<file path="config.mk">
export PLATFORM = sky130hd
export DESIGN_NAME = multiply_arbiter
export DESIGN_NICKNAME = d
export VERILOG_FILES = /design/src/rtl/multiply_arbiter.sv
export SDC_FILE = /design/constraint.sdc
export NUM_CORES = 1
export LEC_CHECK = 0
export CAP_MARGIN = 10
export CELL_PAD_IN_SITES_DETAIL_PLACEMENT = 0
export CELL_PAD_IN_SITES_GLOBAL_PLACEMENT = 1
export CORE_ASPECT_RATIO = 1.2
export CORE_MARGIN = 2
export CORE_UTILIZATION = 30
export DETAILED_ROUTE_END_ITERATION = 12
export GPL_ROUTABILITY_DRIVEN = 0
export PLACE_DENSITY_LB_ADDON = 0.2
export SLEW_MARGIN = 40
export SYNTH_ARGS = -nofsm -noshare
export SYNTH_HDL_FRONTEND = slang
export SYNTH_SLANG_ARGS = --single-unit
</file>
<file path="constraint.sdc">
create_clock -name clock -period 2 [get_ports clock]
set_clock_uncertainty 0.05 [all_clocks]
set_input_delay 0.2 -clock clock [delete_from_list [all_inputs] [get_ports clock]]
set_output_delay 0.2 -clock clock [all_outputs]
set_load 0.01 [all_outputs]
</file>
<file path="src/rtl/multiply_arbiter.sv">
//-----------------------------------------------------------------------------
// multiply_arbiter
//
// Purpose:
//   Round-robin arbiter and sequencer that lets two requesters share one
//   8x8 unsigned shift-add multiplier. The winning requester's operands are
//   captured at grant time and sent to the multiplier over its 8-bit bus on
//   two consecutive cycles (multiplicand, then multiplier). The arbiter then
//   waits for the multiplier to finish, or gives up after TIMEOUT cycles.
//   It returns the 16-bit product, or 0 with error set, together with a
//   one-cycle acknowledge to the owner.
//
// Parameters:
//   TIMEOUT      maximum cycles spent in WAIT before aborting (12..255)
//
// Ports:
//   clock        system clock, all state changes on the rising edge
//   reset_n      asynchronous, active-low reset
//   req0/req1    requests; held high with stable operands until acknowledged
//   a0/b0        requester 0 multiplicand / multiplier
//   a1/b1        requester 1 multiplicand / multiplier
//   ack0/ack1    one-cycle result-valid pulse for requester 0 / 1
//   result       product (0 on timeout), valid with ack, held until next ack
//   error        set with ack when the operation timed out
//   busy         high in every state except IDLE
//   mul_start    high for exactly the cycle the multiplicand is on the bus
//   bus          multiplier operand bus
//   mul_done     multiplier completion (level or pulse), looked at in WAIT only
//   mul_product  multiplier product, captured when mul_done is seen
//
// All outputs come straight from flops.
//-----------------------------------------------------------------------------
module multiply_arbiter #(
    parameter int TIMEOUT = 32
) (
    input  logic        clock,
    input  logic        reset_n,
    input  logic        req0,
    input  logic [7:0]  a0,
    input  logic [7:0]  b0,
    input  logic        req1,
    input  logic [7:0]  a1,
    input  logic [7:0]  b1,
    output logic        ack0,
    output logic        ack1,
    output logic [15:0] result,
    output logic        error,
    output logic        busy,
    output logic        mul_start,
    output logic [7:0]  bus,
    input  logic        mul_done,
    input  logic [15:0] mul_product
);

    // The counter holds 0 in the first WAIT cycle, so reaching TIMEOUT-1
    // means TIMEOUT WAIT cycles have elapsed.
    localparam logic [7:0] TIMEOUT_LAST = 8'(TIMEOUT - 1);

    typedef enum logic [2:0] {
        ST_IDLE,
        ST_LOAD_A,
        ST_LOAD_B,
        ST_WAIT,
        ST_RESP
    } state_t;

    state_t      state_q,      state_d;
    logic        last_grant_q, last_grant_d;
    logic        owner_q,      owner_d;
    logic [7:0]  a_q,          a_d;
    logic [7:0]  b_q,          b_d;
    logic [7:0]  cnt_q,        cnt_d;
    logic        ack0_q,       ack0_d;
    logic        ack1_q,       ack1_d;
    logic [15:0] result_q,     result_d;
    logic        error_q,      error_d;
    logic        busy_q,       busy_d;
    logic        mul_start_q,  mul_start_d;
    logic [7:0]  bus_q,        bus_d;
    logic        grant_id;

    // Next-state and next-output logic for the whole sequencer. Outputs are
    // computed one cycle ahead from the state being entered, so each
    // registered output lines up with the state it belongs to.
    // For example, mul_start and the multiplicand are computed at grant and
    // appear during LOAD_A.
    always_comb begin
        state_d      = state_q;
        last_grant_d = last_grant_q;
        owner_d      = owner_q;
        a_d          = a_q;
        b_d          = b_q;
        cnt_d        = cnt_q;
        result_d     = result_q;
        error_d      = error_q;
        ack0_d       = 1'b0;
        ack1_d       = 1'b0;
        mul_start_d  = 1'b0;
        bus_d        = 8'd0;
        grant_id     = 1'b0;

        case (state_q)
            ST_IDLE: begin
                if (req0 || req1) begin
                    // On contention, the requester that did not win last
                    // time gets the grant. This gives strict alternation.
                    if (req0 && req1) begin
                        grant_id = ~last_grant_q;
                    end else begin
                        grant_id = req1;
                    end
                    owner_d      = grant_id;
                    last_grant_d = grant_id;
                    a_d          = grant_id ? a1 : a0;
                    b_d          = grant_id ? b1 : b0;
                    mul_start_d  = 1'b1;
                    bus_d        = grant_id ? a1 : a0;
                    state_d      = ST_LOAD_A;
                end
            end

            ST_LOAD_A: begin
                bus_d   = b_q;
                state_d = ST_LOAD_B;
            end

            ST_LOAD_B: begin
                cnt_d   = 8'd0;
                state_d = ST_WAIT;
            end

            ST_WAIT: begin
                cnt_d = cnt_q + 8'd1;
                // A completion wins over a timeout in the same cycle.
                if (mul_done) begin
                    result_d = mul_product;
                    error_d  = 1'b0;
                    ack0_d   = ~owner_q;
                    ack1_d   = owner_q;
                    state_d  = ST_RESP;
                end else if (cnt_q == TIMEOUT_LAST) begin
                    result_d = 16'd0;
                    error_d  = 1'b1;
                    ack0_d   = ~owner_q;
                    ack1_d   = owner_q;
                    state_d  = ST_RESP;
                end
            end

            ST_RESP: begin
                state_d = ST_IDLE;
            end

            default: begin
                state_d = ST_IDLE;
            end
        endcase

        busy_d = (state_d != ST_IDLE);
    end

    // Single state register for the FSM and all registered outputs.
    // last_grant resets to 1 so that requester 0 wins the first contention.
    always_ff @(posedge clock or negedge reset_n) begin
        if (!reset_n) begin
            state_q      <= ST_IDLE;
            last_grant_q <= 1'b1;
            owner_q      <= 1'b0;
            a_q          <= 8'd0;
            b_q          <= 8'd0;
            cnt_q        <= 8'd0;
            ack0_q       <= 1'b0;
            ack1_q       <= 1'b0;
            result_q     <= 16'd0;
            error_q      <= 1'b0;
            busy_q       <= 1'b0;
            mul_start_q  <= 1'b0;
            bus_q        <= 8'd0;
        end else begin
            state_q      <= state_d;
            last_grant_q <= last_grant_d;
            owner_q      <= owner_d;
            a_q          <= a_d;
            b_q          <= b_d;
            cnt_q        <= cnt_d;
            ack0_q       <= ack0_d;
            ack1_q       <= ack1_d;
            result_q     <= result_d;
            error_q      <= error_d;
            busy_q       <= busy_d;
            mul_start_q  <= mul_start_d;
            bus_q        <= bus_d;
        end
    end

    assign ack0      = ack0_q;
    assign ack1      = ack1_q;
    assign result    = result_q;
    assign error     = error_q;
    assign busy      = busy_q;
    assign mul_start = mul_start_q;
    assign bus       = bus_q;

endmodule

</file>
### Cell outlines without signal wires

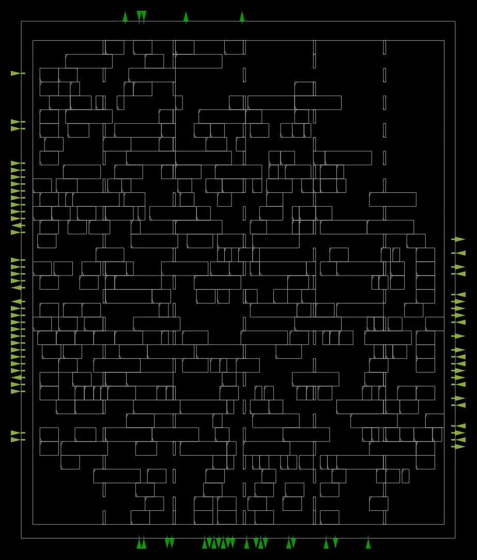
Finished Layout Cells: 388
Fill cells: 762
# Taps: 92
core area: 7707 µm²
fraction of area in registers: 36.25%

### Routed metal, one color a layer

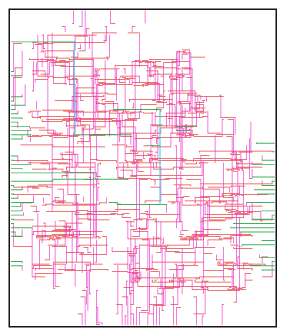
| color | layer | wire length |
|---|---|---|
| red | M1 | 2580 µm |
| green | M3 | 383 µm |
| magenta | M2 | 2470 µm |
| cyan | M4 | 60.5 µm |
GRT Total Usage: 13.41%
via count: 1865

### Cells colored by class

Fill, decap, tap and diode cells in gray.
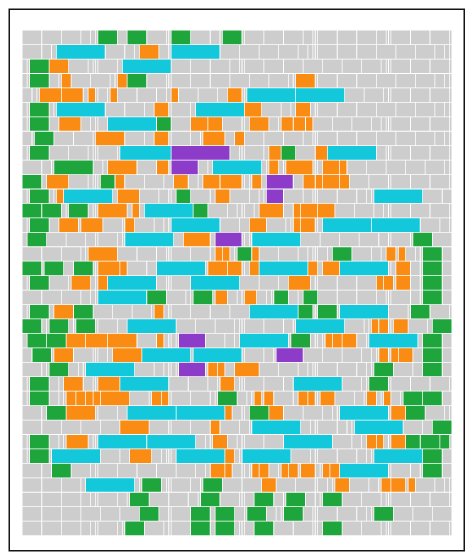
| color | class | cells |
|---|---|---|
| green | remaining buffers and delay cells | 93 |
| purple | clock drivers and dummy loads | 8 |
| orange | remaining logic cells | 145 |
| cyan | sequential cells | 50 |

### Clock wires, drivers and flops

Scale bar: 20 µm.
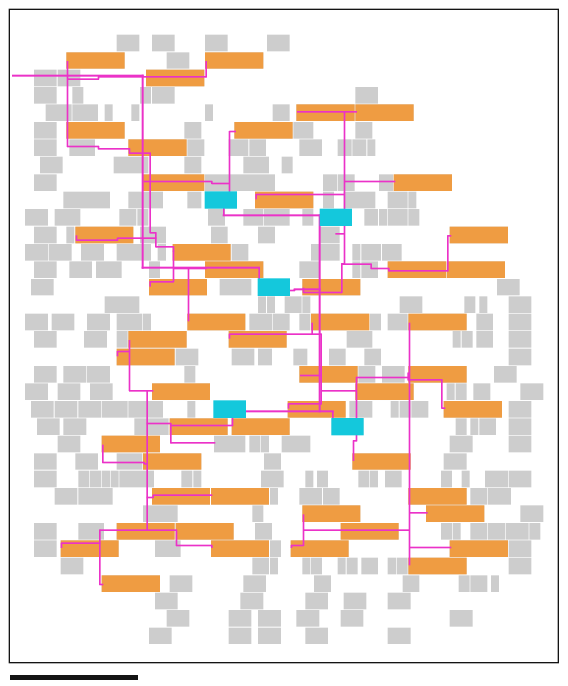
[orange] flip-flops | count: 50
[magenta] clock wires | length: 637 µm
[cyan] clock-net drivers | count: 5
routed clock nets: 6

==> run summary <==
Outcome = completed
P_clk = 0.000757 W
Dominant flop cell = dfrtp_1
Clk sinks = 50
Hold_buf cts = 1
Final WL = 5502 µm
Chip Area = 8690 µm²
Hold Crit Endpoint = bus[4]
Number of I/O port buffers = 81
Die Wd = 85.44 µm
Net load switching power = 0.001425 W
Register area = 1252 µm²
Clock power share = 17.4%
Met1 Use GR = 17.93%
Share of layout cells above drive strength 1 = 16.89%
1st-iter DRT viols = 109
DP Wirelength = 3899 µm
Min-delay worst type = reg2reg
Worst vdd ir = 0.5862 mV
Post-synthesis net count = 262
MUX area fraction = 14.62%
GRT busiest layer = met2
RSZ-0062 raised after global routing = no
Post-CTS Setup Inserts = 0
Clk latency late pin = 300 ps
Cell count of the worst hold path = 2
YS warnings = 0
Clock tree buffer depth = 2
Most instantiated cells after synthesis = 49 x dfrtp_1, 25 x o21ai_0, 17 x a22oi_1, 16 x inv_1, 16 x nand2_1
Total negative slack = 0 ps
Crit Path Category = reg2reg
Sequential Power = 0.00166 W
R2r endpoint = b_q[0]
Vias in the first global route = 1904
Clock buffer cells = 6
Critical Path Fanout Max = 11
Final hold vios = 0
Mapped cell area = 2387 µm²
Metal2 WL = 2474 µm
Logic inverters = 17
Worst r2r path cells = 3
Top cell type by total area after synthesis = dfrtp_1
Largest net degree at the start of global routing = 51
ClkCell Share = 3.513%
Required @ worst endpoint = 2150 ps
CTS tree = yes
Post-synthesis simple-gate area fraction = 10.27%
Sw frac = 32.77%
F_max = 567.9 MHz
[flip-flops by register name, summed over array words and instances (netlist names)]
register and count:
result 16, b_q 8, bus 8, cnt_q 8, state_q 3, ack0 1
ack1 1, busy 1, error 1, last_grant_q 1, mul_start 1, owner_q 1
[worst max-delay path: stages, from the launching register on]
cell      delay (ps)
dfrtp_1          500
or4_4            530
clkinv_2         210
mux2_2           360
[stage by stage]
stage | instance area (µm²) | setup slack [ps] | total power (W) | hold slack [ps]
after floorplan | 2387 | 303.6 | 0.002786 | -145.6
after CTS | 3455 | 225.1 | 0.004419 | 442.5
after global routing | 3455 | 122.2 | 0.004692 | 456.2
after detailed placement | 3323 | 78.62 | 0.003644 | 312.5
final | 3455 | 239.2 | 0.004347 | 442.8
after global placement | 3323 | 96.00 | 0.003615 | 309.9
No activity file was given, so power comes from the tool's default toggle rates.
